Placed cells, one color a class:
Fill, decap, tap and diode cells in gray.
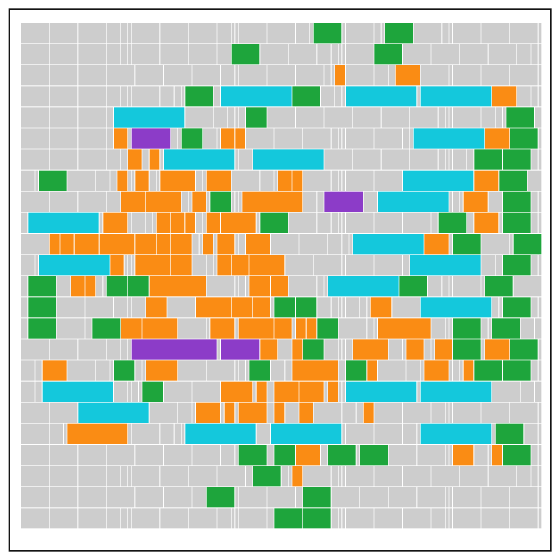
Pin placement:
Pins as bars across the die edge, other pins in gray.
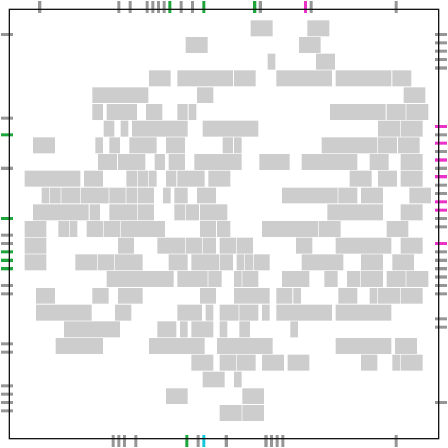
Placed standard cells:
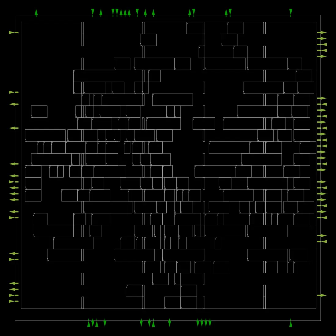
===== config.mk =====
export PLATFORM = sky130hd
export DESIGN_NAME = stack_ctrl_flat
export DESIGN_NICKNAME = d
export VERILOG_FILES = /design/src/rtl/stack_ctrl_pkg.sv /design/src/rtl/stack_ctrl_if.sv /design/src/rtl/stack_ctrl.sv /design/src/flat_wrapper.sv
export SDC_FILE = /design/constraint.sdc
export NUM_CORES = 1
export LEC_CHECK = 0
export CORE_MARGIN = 1
export CORE_UTILIZATION = 30
export DETAILED_ROUTE_END_ITERATION = 12
export PLACE_DENSITY = 0.67
export SYNTH_ARGS = -nofsm -noshare
export SYNTH_HDL_FRONTEND = slang
export SYNTH_SLANG_ARGS = --single-unit

===== constraint.sdc =====
create_clock -name clk -period 3 [get_ports clk]
set_input_delay 0.3 -clock clk [delete_from_list [all_inputs] [get_ports clk]]
set_output_delay 0.3 -clock clk [all_outputs]
set_load 0.005 [all_outputs]

===== src/rtl/stack_ctrl_pkg.sv =====
// Shared definitions for the stack request front end.
//   state_t  : controller FSM states (IDLE accepts, READ waits on RAM, RESP offers the pop result)
//   OP_PUSH / OP_POP : encodings carried on req_op
package stack_ctrl_pkg;

  typedef enum logic [1:0] {
    S_IDLE = 2'd0,
    S_READ = 2'd1,
    S_RESP = 2'd2
  } state_t;

  localparam logic OP_PUSH = 1'b0;
  localparam logic OP_POP  = 1'b1;

endpackage


===== src/rtl/stack_ctrl_if.sv =====
// Command/response bundle between the control unit and the stack front end.
//   req_valid/req_ready/req_op/req_data : command channel (control unit -> stack)
//   rsp_valid/rsp_ready/rsp_data/rsp_err: pop response channel (stack -> control unit)
// Handshake rule for both channels: a transfer happens on a rising clock edge where
// valid and ready are both 1; once valid is raised the sender holds it and its payload
// stable until that transfer, and ready may be raised or lowered at any time.
interface stack_ctrl_if #(
  parameter int DATA_WIDTH = 8
) ();
  logic                  req_valid;
  logic                  req_ready;
  logic                  req_op;
  logic [DATA_WIDTH-1:0] req_data;
  logic                  rsp_valid;
  logic                  rsp_ready;
  logic [DATA_WIDTH-1:0] rsp_data;
  logic                  rsp_err;

  // Control unit side
  modport master (
    output req_valid, req_op, req_data, rsp_ready,
    input  req_ready, rsp_valid, rsp_data, rsp_err
  );

  // Stack front end side
  modport slave (
    input  req_valid, req_op, req_data, rsp_ready,
    output req_ready, rsp_valid, rsp_data, rsp_err
  );
endinterface


===== src/rtl/stack_ctrl.sv =====
// Request-level front end for the hardware stack.
// Accepts push/pop commands, strobes the external stack pointer, drives the synchronous
// stack RAM and returns popped words over the response channel. Keeps its own occupancy
// count so that overflow/underflow are caught even though the pointer wraps silently.
// Ports:
//   clk, rst        : clock, asynchronous active-high reset
//   bus (slave)     : command/response handshake bundle
//   sp_push/sp_pop  : stack pointer strobes (never both high)
//   sp_addr         : pointer address (free slot for push, top entry for pop)
//   mem_we/mem_addr/mem_wdata/mem_rdata : RAM port, read data one cycle after address
//   depth/full/empty: occupancy 0..DEPTH and its decodes
//   ovf/unf/clr_err : sticky overflow/underflow flags and their synchronous clear
//   state_dbg       : current FSM state
module stack_ctrl
  import stack_ctrl_pkg::*;
#(
  parameter int ADDR_WIDTH = 8,
  parameter int DATA_WIDTH = 8
) (
  input  logic                  clk,
  input  logic                  rst,
  stack_ctrl_if.slave           bus,
  output logic                  sp_push,
  output logic                  sp_pop,
  input  logic [ADDR_WIDTH-1:0] sp_addr,
  output logic                  mem_we,
  output logic [ADDR_WIDTH-1:0] mem_addr,
  output logic [DATA_WIDTH-1:0] mem_wdata,
  input  logic [DATA_WIDTH-1:0] mem_rdata,
  output logic [ADDR_WIDTH:0]   depth,
  output logic                  full,
  output logic                  empty,
  output logic                  ovf,
  output logic                  unf,
  input  logic                  clr_err,
  output state_t                state_dbg
);

  localparam logic [ADDR_WIDTH:0] DEPTH     = {1'b1, {ADDR_WIDTH{1'b0}}};
  localparam logic [ADDR_WIDTH:0] DEPTH_ONE = {{ADDR_WIDTH{1'b0}}, 1'b1};

  state_t                state_q, state_d;
  logic [ADDR_WIDTH:0]   depth_q, depth_d;
  logic                  ovf_q, ovf_d;
  logic                  unf_q, unf_d;
  logic [DATA_WIDTH-1:0] rsp_data_q, rsp_data_d;
  logic                  rsp_err_q, rsp_err_d;

  logic accept;
  logic is_push, is_pop;
  logic push_ok, push_bad, pop_ok, pop_bad;

  always_comb begin
    full  = (depth_q == DEPTH);
    empty = (depth_q == '0);

    accept   = bus.req_valid && (state_q == S_IDLE);
    is_push  = accept && (bus.req_op == OP_PUSH);
    is_pop   = accept && (bus.req_op == OP_POP);
    push_ok  = is_push && !full;
    push_bad = is_push && full;
    pop_ok   = is_pop && !empty;
    pop_bad  = is_pop && empty;

    // Strobes are purely combinational from an accepted, legal command.
    sp_push   = push_ok;
    sp_pop    = pop_ok;
    mem_we    = push_ok;
    mem_addr  = sp_addr;
    mem_wdata = bus.req_data;

    bus.req_ready = (state_q == S_IDLE);
    bus.rsp_valid = (state_q == S_RESP);
    bus.rsp_data  = rsp_data_q;
    bus.rsp_err   = rsp_err_q;

    depth     = depth_q;
    ovf       = ovf_q;
    unf       = unf_q;
    state_dbg = state_q;
  end

  // Next state, occupancy, flags and response payload.
  always_comb begin
    state_d    = state_q;
    depth_d    = depth_q;
    rsp_data_d = rsp_data_q;
    rsp_err_d  = rsp_err_q;

    // Clear first, so a same-cycle error set below takes priority.
    ovf_d = clr_err ? 1'b0 : ovf_q;
    unf_d = clr_err ? 1'b0 : unf_q;
    if (push_bad) ovf_d = 1'b1;
    if (pop_bad)  unf_d = 1'b1;

    if (push_ok) depth_d = depth_q + DEPTH_ONE;
    if (pop_ok)  depth_d = depth_q - DEPTH_ONE;

    case (state_q)
      S_IDLE: begin
        if (pop_ok) begin
          state_d = S_READ;
        end else if (pop_bad) begin
          // Underflow skips the RAM read and answers immediately.
          rsp_data_d = '0;
          rsp_err_d  = 1'b1;
          state_d    = S_RESP;
        end
      end
      S_READ: begin
        rsp_data_d = mem_rdata;
        rsp_err_d  = 1'b0;
        state_d    = S_RESP;
      end
      S_RESP: begin
        if (bus.rsp_ready) state_d = S_IDLE;
      end
      default: state_d = S_IDLE;
    endcase
  end

  always_ff @(posedge clk or posedge rst) begin
    if (rst) begin
      state_q    <= S_IDLE;
      depth_q    <= '0;
      ovf_q      <= 1'b0;
      unf_q      <= 1'b0;
      rsp_data_q <= '0;
      rsp_err_q  <= 1'b0;
    end else begin
      state_q    <= state_d;
      depth_q    <= depth_d;
      ovf_q      <= ovf_d;
      unf_q      <= unf_d;
      rsp_data_q <= rsp_data_d;
      rsp_err_q  <= rsp_err_d;
    end
  end

endmodule


===== src/flat_wrapper.sv =====
// flat-port wrapper written by rule: the top's interface ports become plain ports
module stack_ctrl_flat import stack_ctrl_pkg::*;
#(
  parameter int ADDR_WIDTH = 8,
  parameter int DATA_WIDTH = 8
)
  (clk, rst, sp_push, sp_pop, sp_addr, mem_we, mem_addr, mem_wdata, mem_rdata, depth, full, empty, ovf, unf, clr_err, state_dbg, bus_req_valid, bus_req_op, bus_req_data, bus_rsp_ready, bus_req_ready, bus_rsp_valid, bus_rsp_data, bus_rsp_err);
  stack_ctrl_if #(.DATA_WIDTH(DATA_WIDTH)) bus_i ();
  input  logic clk;
  input  logic rst;
  output logic sp_push;
  output logic sp_pop;
  input  logic [ADDR_WIDTH-1:0] sp_addr;
  output logic mem_we;
  output logic [ADDR_WIDTH-1:0] mem_addr;
  output logic [DATA_WIDTH-1:0] mem_wdata;
  input  logic [DATA_WIDTH-1:0] mem_rdata;
  output logic [ADDR_WIDTH:0] depth;
  output logic full;
  output logic empty;
  output logic ovf;
  output logic unf;
  input  logic clr_err;
  output state_t state_dbg;
  input wire logic [$bits(bus_i.req_valid)-1:0] bus_req_valid;
  input wire logic [$bits(bus_i.req_op)-1:0] bus_req_op;
  input wire logic [$bits(bus_i.req_data)-1:0] bus_req_data;
  input wire logic [$bits(bus_i.rsp_ready)-1:0] bus_rsp_ready;
  output wire logic [$bits(bus_i.req_ready)-1:0] bus_req_ready;
  output wire logic [$bits(bus_i.rsp_valid)-1:0] bus_rsp_valid;
  output wire logic [$bits(bus_i.rsp_data)-1:0] bus_rsp_data;
  output wire logic [$bits(bus_i.rsp_err)-1:0] bus_rsp_err;
  assign bus_i.req_valid = bus_req_valid;
  assign bus_i.req_op = bus_req_op;
  assign bus_i.req_data = bus_req_data;
  assign bus_i.rsp_ready = bus_rsp_ready;
  assign bus_req_ready = bus_i.req_ready;
  assign bus_rsp_valid = bus_i.rsp_valid;
  assign bus_rsp_data = bus_i.rsp_data;
  assign bus_rsp_err = bus_i.rsp_err;
  stack_ctrl #(.ADDR_WIDTH(ADDR_WIDTH), .DATA_WIDTH(DATA_WIDTH)) u_core (.clk(clk), .rst(rst), .bus(bus_i), .sp_push(sp_push), .sp_pop(sp_pop), .sp_addr(sp_addr), .mem_we(mem_we), .mem_addr(mem_addr), .mem_wdata(mem_wdata), .mem_rdata(mem_rdata), .depth(depth), .full(full), .empty(empty), .ovf(ovf), .unf(unf), .clr_err(clr_err), .state_dbg(state_dbg));
endmodule

==> results.txt <==
antenna violations before repair = 0
Global Route Usage Sum = 13.22%
Final Wtd Congestion = 0.8200
Worst Path Buf+Inv = 1
Slowest-stage cell, CP = fa_1
Placed Cells = 221
first-pass GRT wire length = 5078 um
# diodes = 0
CTS root buf = clkbuf_8
async set or reset register ratio after synthesis = 100.0%
Top Ports = 75
# fillers = 441
Tool Warnings = 26
stages on the worst setup path = 11
Registers, synthesis = 22
Pwr Density = 906.6 nW/um2
Yosys top cell by instances = dfrtp_1
Crit. End Element = register
share of cells above drive strength 1 = 16.18%
clk buf depth = 2
Distinct cells, synth = 39
violation tally from detailed-route iteration zero = 30
leading area contributor after synthesis = dfrtp_1
Fin. Hold Viols = 0
largest net degree at the start of global routing = 23
Arr. time, crit path = 2.99 ns
register share after synthesis = 40.15%
routed vias = 1084
Pwr Total = 1.735 mW
worst slew pin tran = 0.8562 ns
WHS = 0.4813 ns
main flop type = dfrtp_1
area grow syn2layout = 39.60%
Pre-antenna DRT Iters = 4
Lkg Pwr = 0.8931 nW
worst hold start = u_core.bus.rsp_err$_DFFE_PP0P_
clk_skew = 0.006789 ns
WS Path Type = reg2reg
clock latency at the later pin of the worst-skew pair = 0.27 ns
Post-CTS Setup Bufs = 0
status = complete, no violations
post-layout minimum cycle time = 2.820 ns
cell row count = 24
WL/cell = 13.54 um
IO Port Bufs = 42
final slew viol count = 0
cts bufs inserted = 3
count of final setup violators = 0
Worst Hold Class = reg2reg
DIE HEIGHT = 69.61 um
CP Launch Type = register
Die ar. = 4846 um2
# Cells Yosys = 132
number of enable flip-flop cells = 0
top cells by count = 22 x dfrtp_1, 18 x buf_4, 9 x a22o_1, 9 x nand2_1, 8 x nor2_1
reg2reg start = u_core.depth[1]$_DFFE_PP0P_
Peak VDD IR = 0.3759 mV
NumNets Final = 212
critical path's top delay family = AND-OR/OR-AND gates
Synth Cell Area = 1371 um2
drc violations = 0
Routed Antenna Nets = 0
Critical Path Start = u_core.depth[1]$_DFFE_PP0P_
final period utilization = 93.99%
syn_area_per_cell = 10.39 um2
CP Cell Sequence = nor4_4 > nand2_2 > nor2_1 > nor2_1 > buf_4 > fa_1 > a211oi_2 > o21bai_1 > o22ai_2 > mux2_2 > o22a_1
detailed placement HPWL = 2261 um
Logic area = 686.9 um2
clk sinks = 22
Peak Freq = 0.3546 GHz
Req. time, crit path = 3.17 ns
CP Max Fanout = 9
hold path cells = 1
Top cell area share = 40.15%
slowest stage delay, CP = 0.45 ns
number of global-route vias before repair = 1049
Synthesis Warnings = 0
vias per std cell = 4.818
worst rel slew slack = 42.86%
clock-pin transition on the worst setup and hold timing paths = 0.09 ns
Final Routed Wirelength = 3047 um
CTS tree = yes
yosys synthesis chip area = 1371 um2
synthesized instance count = 132
cell mode on critical path = nor2_1
gr ovfl total = 0
Reg2Reg Depth = 11
H-tree depth = 1
Die X = 69.61 um
starting density of the core = 31.28%
floorplan net count = 170
Top cells by area = dfrtp_1 40%, buf_4 9.9%, ha_1 6.4%
max_cap viols = 0
Flop area = 550.5 um2
-- 'placed cells, one color a class' (at the start) --
legend:
  cyan:
    class: sequential cells
    cells: 22
    share_of_their_area: 30%
  green:
    class: remaining buffers and delay cells
    cells: 56
    share_of_their_area: 28%
  orange:
    class: combinational and other logic
    cells: 91
    share_of_their_area: 38%
  purple:
    class: clock drivers and dummy loads
    cells: 4
    share_of_their_area: 3.9%

-- 'pin placement' (at the start) --
legend:
  green:
    port: depth
    pins: 9
    direction: output
    edge: 5 left, 3 top, 1 bottom
  magenta:
    port: bus_rsp_data
    pins: 8
    direction: output
    edge: 7 right, 1 top
  cyan:
    port: bus_req_op
    pins: 1
    direction: input
    edge: bottom

-- 'placed standard cells' (at the start) --
Seq cells: 22
Final Instance Count excl. Fillers: 225
core region area: 4384 um2
Util after Layout: 43.66%

## layout make-up
class                      instances  share of cell area, %
clock buffer                       3                  2.157
clock inverter                     1                  1.569
inverter                           4                 0.7843
multi-input combinational         87                  35.88
sequential                        22                  28.76
tap                               52                  3.399
timing repair buffer              56                  27.45
## kinds of logic (layout without fill, tap and decap cells)
kind of cell,after synthesis,in the layout,share of synthesized area (%)
compound gates,39,39,20.53
simple gates,29,29,12.77
buf+inv,23,64,11.22
flops,22,22,40.15
fa+ha+maj,8,8,7.846
xor+xnor,8,8,5.110
mux,3,3,2.372
## metal layers
layer / vias to the layer above / wire, um / GRT usage, %
li1: 538 / - / -
met1: 500 / 1403 / 17.08
met2: 37 / 1339 / 20.06
met3: 9 / 250 / 4.215
met4: 0 / 54 / 6.222
met5: - / 0 / 0
## stage by stage
step | utilization [%] | worst slack [ns] | TNS (ns) | cell area [um2]
2_1_floorplan | - | 0.02790 | 0 | 1371
3_3_place_gp | 41.58 | 0.1251 | 0 | 1823
3_5_place_dp | 41.58 | 0.1219 | 0 | 1823
4_1_cts | 43.21 | 0.09389 | 0 | 1894
5_1_grt | 43.66 | -0.003833 | -0.003833 | 1914
6_report | 43.66 | 0.1802 | 0 | 1914
## cell usage in the layout (no fill, tap or decap), drive strengths merged
cell type,instances
o22ai,1
a21oi,4
clkdlybuf4s50,42
nor3b,1
buf,14
a31oi,1
fa,1
nor2b,2
a21o,4
mux2,2
a211o,1
inv,4
bufinv,1
nor4,2
and3,1
and2,1
o211ai,1
xnor2,3
nand2b,1
o21bai,2
a211oi,2
a22o,9
nor3,2
o21a,2
o21ai,11
nor2,8
clkbuf,3
or3,1
nand2,10
dfrtp,22
mux2i,1
o22a,1
xor2,5
ha,7
## registers in the layout (all words and copies together), names as in the netlist
signal               cells
u_core.ovf               1
u_core.bus.rsp_data      8
u_core.unf               1
u_core.state_dbg         2
u_core.bus.rsp_err       1
u_core.depth             9
## repair_timing
item,4_1_cts,5_1_grt
endpoints found under the setup margin,0,1
hold buffers,0,0
resized,0,3
endpoints found under the hold margin,0,0
## power breakdown
part	leakage, nW	switching [mW]	internal, mW	total (mW)
clock	0.0357	0.105	0.179	0.284
combinational	0.579	0.369	0.553	0.921
sequential	0.278	0.115	0.416	0.530
## final timing paths
kind | to | slack, ns
max in group asynchronous | u_core.ovf$_DFFE_PP0P_ | 1.97
worst max-delay path | u_core.depth[8]$_DFFE_PP0P_ | 0.18
min in group asynchronous | u_core.depth[5]$_DFFE_PP0P_ | 0.50
worst max register to register | u_core.depth[8]$_DFFE_PP0P_ | 0.18
worst min register to register | u_core.bus.rsp_err$_DFFE_PP0P_ | 0.48
worst min-delay path | u_core.bus.rsp_err$_DFFE_PP0P_ | 0.48
No activity file was given, so power comes from the tool's default toggle rates.
